Fig. 1: run 1, the metal 2 layer
Cells faint in the background.
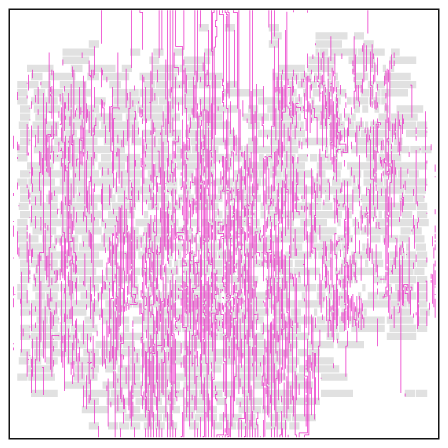
Fig. 2: run 1, sequential cells grouped by signal name
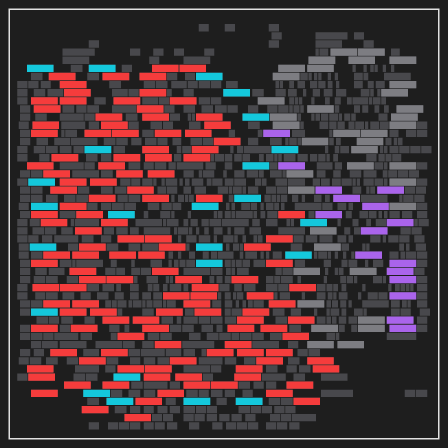
Fig. 3: run 1, metal 1
Supply wires on this layer in grey. Cells faint in the background.
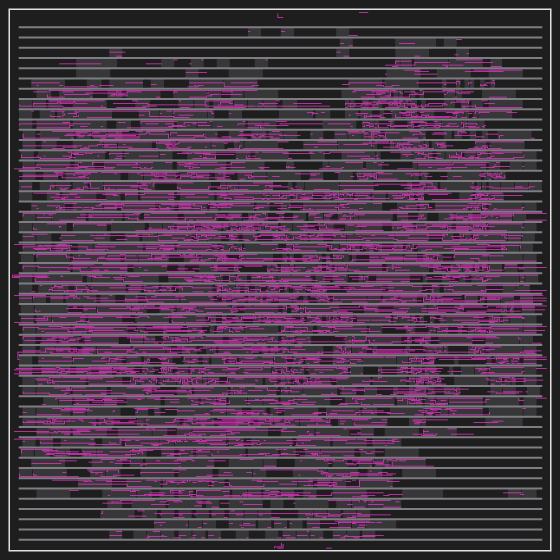
==> src/rtl/cmd_proc_pkg.sv <==
// cmd_proc shared types: opcodes, FSM states, command layout
// and response words.
package cmd_proc_pkg;

  typedef enum logic [3:0] {
    OP_WRITE  = 4'h1,
    OP_READ   = 4'h2,
    OP_SAMPLE = 4'h3
  } op_e;

  typedef enum logic [2:0] {
    IDLE,
    EXEC,
    WAIT_SAMP,
    SEND,
    GAP
  } state_e;

  typedef struct packed {
    logic [3:0]  op;
    logic [3:0]  addr;
    logic [15:0] data;
  } cmd_t;

  localparam logic [15:0] RESP_ACK = 16'hA5A5;
  localparam logic [15:0] RESP_NAK = 16'hEEEE;
  localparam logic [15:0] RESP_TMO = 16'hDEAD;

endpackage

==> src/rtl/gap_timer.sv <==
// Loadable down-counter with zero flag; holds at zero.
// Used for TX pacing and sample timeout.
module gap_timer #(
  parameter int W = 16
) (
  input  logic         clk,
  input  logic         rst,
  input  logic         load,
  input  logic [W-1:0] load_val,
  input  logic         dec,
  output logic         zero
);

  logic [W-1:0] cnt;

  always_ff @(posedge clk or posedge rst) begin
    if (rst) begin
      cnt <= '0;
    end else if (load) begin
      cnt <= load_val;
    end else if (dec && cnt != '0) begin
      cnt <= cnt - W'(1);
    end
  end

  assign zero = (cnt == '0);

endmodule

==> src/rtl/cmd_proc.sv <==
// Command processor: register r/w and pressure sampling with
// paced 16-bit responses. Optional CMD_PROC_QUEUE_EN holding buffer.
module cmd_proc
  import cmd_proc_pkg::*;
#(
  parameter int NUM_REGS     = 8,
  parameter int TX_GAP_CYC   = 52100,
  parameter int SAMP_TIMEOUT = 1000
) (
  input  logic                  clk,
  input  logic                  rst,
  input  logic [23:0]           cmd,
  input  logic                  cmd_rdy,
  output logic [15:0]           tx_data,
  output logic                  trmt,
  output logic                  press_req,
  input  logic                  press_vld,
  input  logic [15:0]           press_data,
  output logic [16*NUM_REGS-1:0] cfg_regs,
  output logic                  busy,
  output logic [7:0]            drop_cnt
);

  localparam int GW = $clog2(TX_GAP_CYC + 1);
  localparam int TW = $clog2(SAMP_TIMEOUT + 1);

  state_e      state, state_d;
  cmd_t        cmd_in, cmd_q, cmd_src;
  cmd_t        hold_cmd;
  logic        hold_vld;
  logic        cmd_ld;
  logic [15:0] regs [NUM_REGS];
  logic [15:0] rd_val;
  logic        addr_ok;
  logic        wr_en;
  logic        tx_ld;
  logic [15:0] tx_nxt;
  logic        gap_ld, gap_dec, gap_zero;
  logic        tmo_ld, tmo_dec, tmo_zero;
  logic        drop_inc;

  assign cmd_in  = cmd;
  assign addr_ok = 5'(cmd_q.addr) < 5'(NUM_REGS);
  assign trmt      = (state == SEND);
  assign press_req = (state == EXEC) && (cmd_q.op == OP_SAMPLE);

  always_comb begin
    rd_val = '0;
    for (int i = 0; i < NUM_REGS; i++) begin
      if (cmd_q.addr == 4'(i)) rd_val = regs[i];
    end
  end

  always_comb begin
    state_d = state;
    cmd_ld  = 1'b0;
    cmd_src = cmd_in;
    wr_en   = 1'b0;
    tx_ld   = 1'b0;
    tx_nxt  = RESP_NAK;
    gap_ld  = 1'b0;
    gap_dec = 1'b0;
    tmo_ld  = 1'b0;
    tmo_dec = 1'b0;
    unique case (state)
      IDLE: begin
        // a buffered command takes priority over a fresh one
        if (hold_vld) begin
          cmd_ld  = 1'b1;
          cmd_src = hold_cmd;
          state_d = EXEC;
        end else if (cmd_rdy) begin
          cmd_ld  = 1'b1;
          state_d = EXEC;
        end
      end
      EXEC: begin
        tx_ld   = 1'b1;
        state_d = SEND;
        unique case (1'b1)
          (cmd_q.op == OP_WRITE): begin
            wr_en  = addr_ok;
            tx_nxt = addr_ok ? RESP_ACK : RESP_NAK;
          end
          (cmd_q.op == OP_READ): begin
            tx_nxt = addr_ok ? rd_val : RESP_NAK;
          end
          (cmd_q.op == OP_SAMPLE): begin
            tx_ld   = 1'b0;
            tmo_ld  = 1'b1;
            state_d = WAIT_SAMP;
          end
          default: tx_nxt = RESP_NAK;
        endcase
      end
      WAIT_SAMP: begin
        if (press_vld) begin
          tx_ld   = 1'b1;
          tx_nxt  = press_data;
          state_d = SEND;
        end else if (tmo_zero) begin
          tx_ld   = 1'b1;
          tx_nxt  = RESP_TMO;
          state_d = SEND;
        end else begin
          tmo_dec = 1'b1;
        end
      end
      SEND: begin
        gap_ld  = 1'b1;
        state_d = GAP;
      end
      GAP: begin
        if (gap_zero) state_d = IDLE;
        else          gap_dec = 1'b1;
      end
      default: state_d = IDLE;
    endcase
  end

  always_ff @(posedge clk or posedge rst) begin
    if (rst) begin
      state    <= IDLE;
      busy     <= 1'b0;
      cmd_q    <= '0;
      tx_data  <= '0;
      drop_cnt <= '0;
    end else begin
      state <= state_d;
      busy  <= (state_d != IDLE);
      if (cmd_ld) cmd_q <= cmd_src;
      if (tx_ld)  tx_data <= tx_nxt;
      if (drop_inc && drop_cnt != 8'hFF)
        drop_cnt <= drop_cnt + 8'd1;
    end
  end

  always_ff @(posedge clk or posedge rst) begin
    if (rst) begin
      for (int i = 0; i < NUM_REGS; i++) regs[i] <= '0;
    end else begin
      for (int i = 0; i < NUM_REGS; i++) begin
        if (wr_en && cmd_q.addr == 4'(i)) regs[i] <= cmd_q.data;
      end
    end
  end

  for (genvar i = 0; i < NUM_REGS; i++) begin : g_cfg
    assign cfg_regs[16*i +: 16] = regs[i];
  end

`ifdef CMD_PROC_QUEUE_EN
  always_ff @(posedge clk or posedge rst) begin
    if (rst) begin
      hold_vld <= 1'b0;
      hold_cmd <= '0;
    end else if (state == IDLE) begin
      // buffered entry is consumed; a same-cycle arrival refills it
      if (hold_vld) begin
        hold_vld <= cmd_rdy;
        if (cmd_rdy) hold_cmd <= cmd_in;
      end
    end else if (cmd_rdy && !hold_vld) begin
      hold_vld <= 1'b1;
      hold_cmd <= cmd_in;
    end
  end

  assign drop_inc = cmd_rdy && (state != IDLE) && hold_vld;
`else
  assign hold_vld = 1'b0;
  assign hold_cmd = '0;
  assign drop_inc = cmd_rdy && (state != IDLE);
`endif

  gap_timer #(.W(GW)) u_gap (
    .clk      (clk),
    .rst      (rst),
    .load     (gap_ld),
    .load_val (GW'(TX_GAP_CYC - 1)),
    .dec      (gap_dec),
    .zero     (gap_zero)
  );

  gap_timer #(.W(TW)) u_tmo (
    .clk      (clk),
    .rst      (rst),
    .load     (tmo_ld),
    .load_val (TW'(SAMP_TIMEOUT - 1)),
    .dec      (tmo_dec),
    .zero     (tmo_zero)
  );

endmodule

==> config.mk <==
export PLATFORM = sky130hd
export DESIGN_NAME = cmd_proc
export DESIGN_NICKNAME = d
export VERILOG_FILES = /design/src/rtl/cmd_proc_pkg.sv /design/src/rtl/gap_timer.sv /design/src/rtl/cmd_proc.sv
export SDC_FILE = /design/constraint.sdc
export NUM_CORES = 1
export LEC_CHECK = 0
export CAP_MARGIN = 20
export CORE_MARGIN = 2
export CORE_UTILIZATION = 50
export DETAILED_ROUTE_END_ITERATION = 7
export GPL_TIMING_DRIVEN = 0
export PLACE_DENSITY = 0.85
export SLEW_MARGIN = 20
export SYNTH_ARGS = -nofsm -noshare
export SYNTH_HDL_FRONTEND = slang
export SYNTH_SLANG_ARGS = --single-unit
export TNS_END_PERCENT = 20
==> constraint.sdc <==
create_clock -name clk -period 20.5 [get_ports clk]
set_input_delay 3.075 -clock clk [delete_from_list [all_inputs] [get_ports clk]]
set_output_delay 3.075 -clock clk [all_outputs]
set_load 0.01 [all_outputs]
==> GITHUB_STEP_SUMMARY, run 1 <==
## Implementation flow summary

| Metric | Value |
|---|---|
| Run status | `finished clean` |
| GRT overflow | `0` |
| Worst endpoint data arrival time | `3160 ps` |
| Leak | `0.00567 uW` |
| Place WS | `14830 ps` |
| Initial drt markers | `533` |
| Pwr/cell area | `125 mW/mm^2` |
| Worst-margin pin slew | `1180 ps` |
| Layout cells sized above 1 | `0.239` |
| Fmax | `160 MHz` |
| CP required | `17430 ps` |
| Async set-reset flop share out of synthesis | `1.00` |
| CTS sink cnt | `206` |
| Post-route DRC | `0` |
| Final TNS setup | `0 ps` |
| CP max stage cell | `nor3b_1` |
| Storage element area | `0.00515 sq mm` |
| Logic area | `0.00430 sq mm` |
| Critical path's top delay family | `simple AND/OR/NAND/NOR gates` |
| Die area | `0.0205 sq mm` |
| Avg WL per Cell | `22.5 microns` |
| Post_cts resized | `0` |
| DPL Wire Length | `20000 microns` |
| Inserted Diodes | `0` |
| Synthesis Warnings | `0` |
| WP buf/inv | `3` |
| Core Util at FP | `0.514` |
| Ys cells | `771` |
| Row count | `50` |
| I/O Buffers | `198` |
| Mean post-synth cell area | `12.6 sq um` |
| CTS Buf Count | `22` |
| Crit Path Category | `reg2out` |
| Final ANT Viol Nets | `0` |
| Clock power frac | `0.260` |
| HP Class | `reg2reg` |
| CP Cell Sequence | `buf_4 -> nor3b_1 -> nand2_1 -> inv_1 -> clkdlybuf4s50_1` |
| Post-synth EDFFs | `0` |
| Crit end category | `output port` |
| CTS tree | `built` |
| Synth Instances | `771` |
| Worst vdd ir | `78.3 uV` |
| Vias per inst | `5.94` |
| P_sw | `572 uW` |
| Cell Int Power | `1030 uW` |
| GRT Total Usage | `0.279` |
| Min Tclk post-route | `6230 ps` |
| Tool warning count | `30` |
| Ports | `199` |
| Placeable core region | `0.0189 sq mm` |
| Flops after synth | `206` |
| Initial antenna violation count | `2` |
| Slew HR | `0.193` |
| MaxCap Viol Count | `0` |
| Register share after synthesis | `0.531` |
| Drt first pass iters | `5` |
| Hold_buf cts | `0` |
| Maximum number of pins on one net before global-route repair | `108` |
| Mapped Nets | `818` |
| Largest stage delay on the critical path | `840 ps` |
| First-pass GRT wire length | `43500 microns` |
| Clock tree buffer depth | `3` |
| Final worst path period share | `0.304` |
| Final worst slack | `14270 ps` |
| Fin Clk Skew | `12.4 ps` |
| Flop pwr share | `0.379` |
| Vias in the first global route | `7397` |
| H-tree depth | `1` |
| Post-CTS setup buffers | `0` |
| Final hold vios | `0` |
| Unique masters post-synth | `66` |
| Die height | `143 microns` |
| # setup viols final | `0` |
| Worst-skew pair later-pin latency | `520 ps` |
| Gpl congestion | `0.893` |
| Sw Ratio | `0.358` |
| Ys flop type | `dfrtp_1` |
| Setup crit start kind | `register` |
| Layout area overhead | `31.9%` |
| CTS clk-pin slew, worst paths | `60 ps` |
| Comb pwr share | `0.360` |
| Yosys stat area | `0.00970 sq mm` |
| Slew Viols, Final | `0` |
| Critical path peak fanout | `9` |
| RSZ-0062 raised after global routing | `no` |
| Nets | `1041` |
| Fillers | `1397` |
| Die width | `143 microns` |
| Clock root buffer | `clkbuf_16` |
| Synthesized area | `0.00970 sq mm` |
-- Fig. 1 (at the start) --
wire length on this layer: 13000 microns
main direction: vertical
nets with wire on the layer: 952
longest straight run: 54.6 microns
vias after detailed routing: 7543
final WL: 28500 microns
met2 Resource Use GR: 0.436

-- Fig. 2 (at the start) --
legend:
  tx_data:
    colour: purple
    flops: 16
    where: right middle
  cfg_regs:
    colour: red
    flops: 128
  cmd_q:
    colour: cyan
    flops: 24
not coloured: 38

-- Fig. 3 (at the start) --
share of all routed wire: 41%
nets with wire on the layer: 912
main direction: horizontal
wire length on this layer: 11600 microns

-- run 1: state kept, by name, indices dropped and copies added (netlist names) --
signal / cells
drop_cnt: 8
tx_data: 16
cmd_q: 24
state: 3
u_gap.cnt: 16
busy: 1
u_tmo.cnt: 10
cfg_regs: 128
-- run 1: synth_stat cells, drive strengths merged, types with 10 or more instances --
library cell	n	area, sq um
dfrtp	206	5150
mux2	160	1840
nand2	55	209
nor2	46	180
clkbuf	22	82.6
buf	18	116
nor3	18	111
mux2i	17	170
o21ai	17	85.1
inv	15	56.3
nand2b	15	93.8
nand3	14	70.1
mux4	13	293
a221oi	12	105
xor2	12	105
o211ai	10	75.1
-- run 1: cell families (layout without fill, tap and decap cells) --
logic type	after synthesis	after routing	synth area share
buf+inv	55	293	0.0263
xor+xnor	21	21	0.0190
fa+ha+maj	3	3	0.00387
simple gates	197	197	0.106
flops	206	206	0.531
mux	190	190	0.237
compound gates	99	99	0.0765
-- run 1: metrics by stage --
step                      area (sq um)  cells   util  hold slack (ps)  total power [uW]
after floorplan                   9700    771      -              449               923
after global placement           12000   1229  0.636              467              1160
after detailed placement         12000   1230  0.637              475              1170
after CTS                        12800   1269  0.677              485              1590
after global routing             12800   1269  0.678              505              1670
final                            12800   1269  0.678              484              1600
-- run 1: routing by layer --
layer	global-route usage	wire, microns	up-vias
li1	-	-	3289
met1	0.378	11600	3776
met2	0.436	13000	404
met3	0.0846	2990	72
met4	0.0831	824	2
met5	0	13	-
-- run 1: worst paths after layout --
path	start	to	slack (ps)	cells past startpoint
worst max-delay path	state[1]	press_req	14270	5
max in group asynchronous	rst	cfg_regs[118]	16460	3
min in group asynchronous	rst	tx_data[7]	3080	2
worst min register to register	u_gap.cnt[4]	u_gap.cnt[4]	480	1
worst min-delay path	u_gap.cnt[4]	u_gap.cnt[4]	480	1
worst max register to register	cmd_q[17]	tx_data[4]	16950	6
-- run 1: final cells by class --
class	count	share of cell area
tap	260	0.0254
sequential	206	0.403
clock inverter	11	0.0130
clock buffer	28	0.0455
timing repair buffer	199	0.157
inverter	15	0.00498
buffer	40	0.0155
multi-input combinational	510	0.336
-- run 1: power by group through the flow --
| stage | Sequential, uW | Combinational, uW | Clock, uW |
|---|---|---|---|
| floorplan | 603 | 320 | 0 |
| global placement | 605 | 551 | 0 |
| detailed placement | 609 | 563 | 0 |
| CTS | 603 | 568 | 417 |
| global route | 621 | 615 | 435 |
| finish | 606 | 575 | 416 |
-- run 1: cells in the final DEF (no fill, tap or decap), types with 5 or more instances in the layout --
cell               n
a211o_1            5
a211oi_1           5
a21oi_1            7
a221oi_1          12
a22o_1             5
a31oi_1            5
buf_2              9
buf_4              5
clkbuf_1          27
clkbuf_16         22
clkdlybuf4s50_1  198
clkinv_2           6
dfrtp_1          206
inv_1             14
mux2_2           150
mux2_4            10
mux2i_1           17
mux4_2            13
nand2_1           54
nand2b_1          15
nand3_1           14
nand4_1            8
nor2_1            43
nor2b_1            5
nor3_1            15
o211ai_1          10
o21ai_0           17
o221ai_1           5
xnor2_1            9
xor2_1            12
Fig. 4: run 1, wires at chosen ports, followed through buffers
The bar under the picture is 50 microns long.
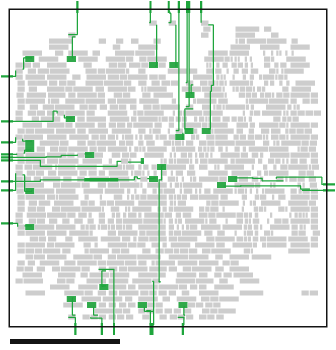

==> run 2, diff against run 1 <==
- clock period: 20.5 -> 6.22 ns (I/O delays scaled with it)
Fig. 5: run 2, wires at chosen ports, followed through buffers
The bar under the picture is 50 microns long.
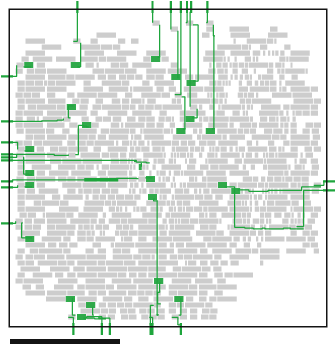
legend:
  cmd:
    colour: green
    bits: 24
    direction: input
    edge: 9 left, 7 top, 6 bottom, 2 right
    end_cells: 24
    buffers: 24
    wire: 828 microns

==> GITHUB_STEP_SUMMARY, run 2 <==
## Implementation flow summary

| Metric | Value |
|---|---|
| Final worst path period share | `0.595` |
| Fin Clk Skew | `7.51 ps` |
| Register share after synthesis | `0.531` |
| CTS tree | `built` |
| Layout cells sized above 1 | `0.243` |
| Cell Int Power | `3400 uW` |
| Synthesized area | `0.00970 sq mm` |
| Clock root buffer | `clkbuf_16` |
| Ports | `199` |
| Worst-margin pin slew | `1090 ps` |
| Nets | `1047` |
| Final Core Density | `0.685` |
| GRT Total Usage | `0.289` |
| Run status | `finished clean` |
| Critical path peak fanout | `9` |
| MaxCap Viol Count | `0` |
| CTS Buf Count | `22` |
| Most frequent cells in the layout | `dfrtp_1 (206), clkdlybuf4s50_1 (198), mux2_2 (150)` |
| Worst vdd ir | `238 uV` |
| H-tree depth | `1` |
| Initial antenna violation count | `3` |
| Post-synth top area share | `0.531` |
| Vias per inst | `5.93` |
| Drt first pass iters | `5` |
| Crit end category | `output port` |
| Maximum number of pins on one net before global-route repair | `34` |
| CTS sink cnt | `206` |
| Die area | `0.0205 sq mm` |
| # setup viols final | `0` |
| Placeable core region | `0.0189 sq mm` |
| Final TNS setup | `0 ps` |
| Vias in the first global route | `7608` |
| Min Tclk post-route | `3700 ps` |
| Post-CTS setup buffers | `0` |
| Synth Instances | `771` |
| Gpl congestion | `0.887` |
| Async set-reset flop share out of synthesis | `1.00` |
| CP Cell Sequence | `buf_4 -> nor3b_2 -> nand2_1 -> inv_1 -> clkdlybuf4s50_1` |
| Flop pwr share | `0.377` |
| DPL Wire Length | `21100 microns` |
| Largest area contributor in the netlist | `dfrtp_1` |
| Synth area leaders | `dfrtp_1 (53%), mux2_2 (17%), mux4_2 (3.0%)` |
| Final ANT Viol Nets | `0` |
| Post-synth EDFFs | `0` |
| Worst-skew pair later-pin latency | `510 ps` |
| Mean post-synth cell area | `12.6 sq um` |
| Flops after synth | `206` |
| Worst endpoint data arrival time | `2770 ps` |
| Crit Path Category | `reg2out` |
| Slew Viols, Final | `0` |
| Fillers | `1363` |
| Sw Ratio | `0.358` |
| HP Class | `reg2reg` |
| CP required | `5290 ps` |
| Most numerous cell in the Yosys netlist | `dfrtp_1` |
| Synthesis Warnings | `0` |
| Mapped Nets | `818` |
| CTS clk-pin slew, worst paths | `60 ps` |
| Max reg flops | `128` |
| Row count | `50` |
| Setup crit start kind | `register` |
| Slew HR | `0.253` |
| Comb pwr share | `0.363` |
| Ys cells | `771` |
| Post_cts resized | `0` |
| Core Util at FP | `0.514` |
| Layout area overhead | `33.3%` |
| P_sw | `1900 uW` |
| Yosys stat area | `0.00970 sq mm` |
| Largest stage delay on the critical path | `580 ps` |
| Ys flop type | `dfrtp_1` |
| RSZ-0062 raised after global routing | `no` |
| Tool warning count | `26` |
| Pwr/cell area | `410 mW/mm^2` |
| Die width | `143 microns` |
| Clock power frac | `0.260` |
| Clock tree buffer depth | `3` |
Fig. 6: run 2, the metal 2 layer
Cells faint in the background.
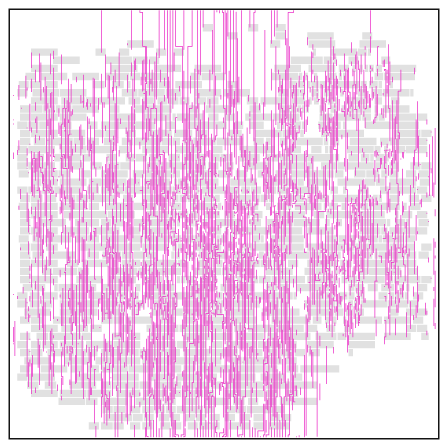
wire length on this layer: 13800 microns
nets with wire on the layer: 957
longest straight run: 53.7 microns
final WL: 29500 microns
vias after detailed routing: 7558
met2 Resource Use GR: 0.462

[run 2: cell types whose count changed in the layout (fill, tap and decap cells not counted), sizes merged]
cell	before	now
diode	0	1
buf	19	25
clkbuf	50	55
inv	15	14
bufinv	4	3
clkinvlp	0	1
clkinv	7	2
[run 2: path summary, 6_finish.rpt]
check,start,end,slack (ps),cells past startpoint
worst min register to register,tx_data[7],tx_data[7],490,1
worst max register to register,cmd_q[17],tx_data[4],2880,6
worst min-delay path,tx_data[7],tx_data[7],490,1
worst max-delay path,state[1],press_req,2520,5
max in group asynchronous,rst,cmd_q[0],4300,5
min in group asynchronous,rst,cfg_regs[47],860,2
[run 2: final cells by class]
cell class,count,area [sq um],share of cell area
Timing Repair Buffer,205,2140,0.165
Antenna cell,1,2.50,0.000193
Multi-Input combinational cell,510,4300,0.333
Inverter,15,60.1,0.00464
Sequential cell,206,5150,0.398
Clock inverter,5,100,0.00774
Buffer,40,199,0.0154
Tap cell,260,325,0.0251
Clock buffer,33,653,0.0505
[run 2: critical path: cells and delay by family (launching register included)]
family,cells,cell delay [ps]
buf+inv,3,960
simple gates,2,940
flops,1,360
[run 2: per-layer routing]
layer  vias up  track usage  wire (microns)
met5         -            0              13
met4         2       0.0764             721
met1      3777        0.385           11600
li1       3298            -               -
met2       426        0.462           13800
met3        55       0.0930            3390
[run 2: cells by family (layout without fill, tap and decap cells)]
kind of cell | count (synthesis) | count (layout) | share of synthesized area
buf+inv | 55 | 298 | 0.0263
xor+xnor | 21 | 21 | 0.0190
simple gates | 197 | 197 | 0.106
flops | 206 | 206 | 0.531
mux | 190 | 190 | 0.237
compound gates | 99 | 99 | 0.0765
fa+ha+maj | 3 | 3 | 0.00387
other cells | 0 | 1 | 0
[run 2: stage by stage]
| stage | total power, uW | setup slack, ps | cells | hold slack, ps | area, sq um |
|---|---|---|---|---|---|
| detailed placement | 3890 | 2650 | 1236 | 483 | 12200 |
| global route | 5540 | 2430 | 1274 | 507 | 12900 |
| floorplan | 3040 | 2610 | 771 | 449 | 9710 |
| CTS | 5270 | 2090 | 1274 | 490 | 12900 |
| finish | 5300 | 2520 | 1275 | 493 | 12900 |
| global placement | 3810 | 1040 | 1229 | 466 | 12000 |
[run 2: power groups by stage]
stage	clock network [uW]	registers (uW)	logic [uW]
2_1_floorplan	0	1990	1050
3_3_place_gp	0	1990	1820
3_5_place_dp	0	2010	1880
4_1_cts	1390	1990	1890
5_1_grt	1440	2050	2050
6_report	1380	2000	1920
Power is estimated from default activity; no workload was simulated.
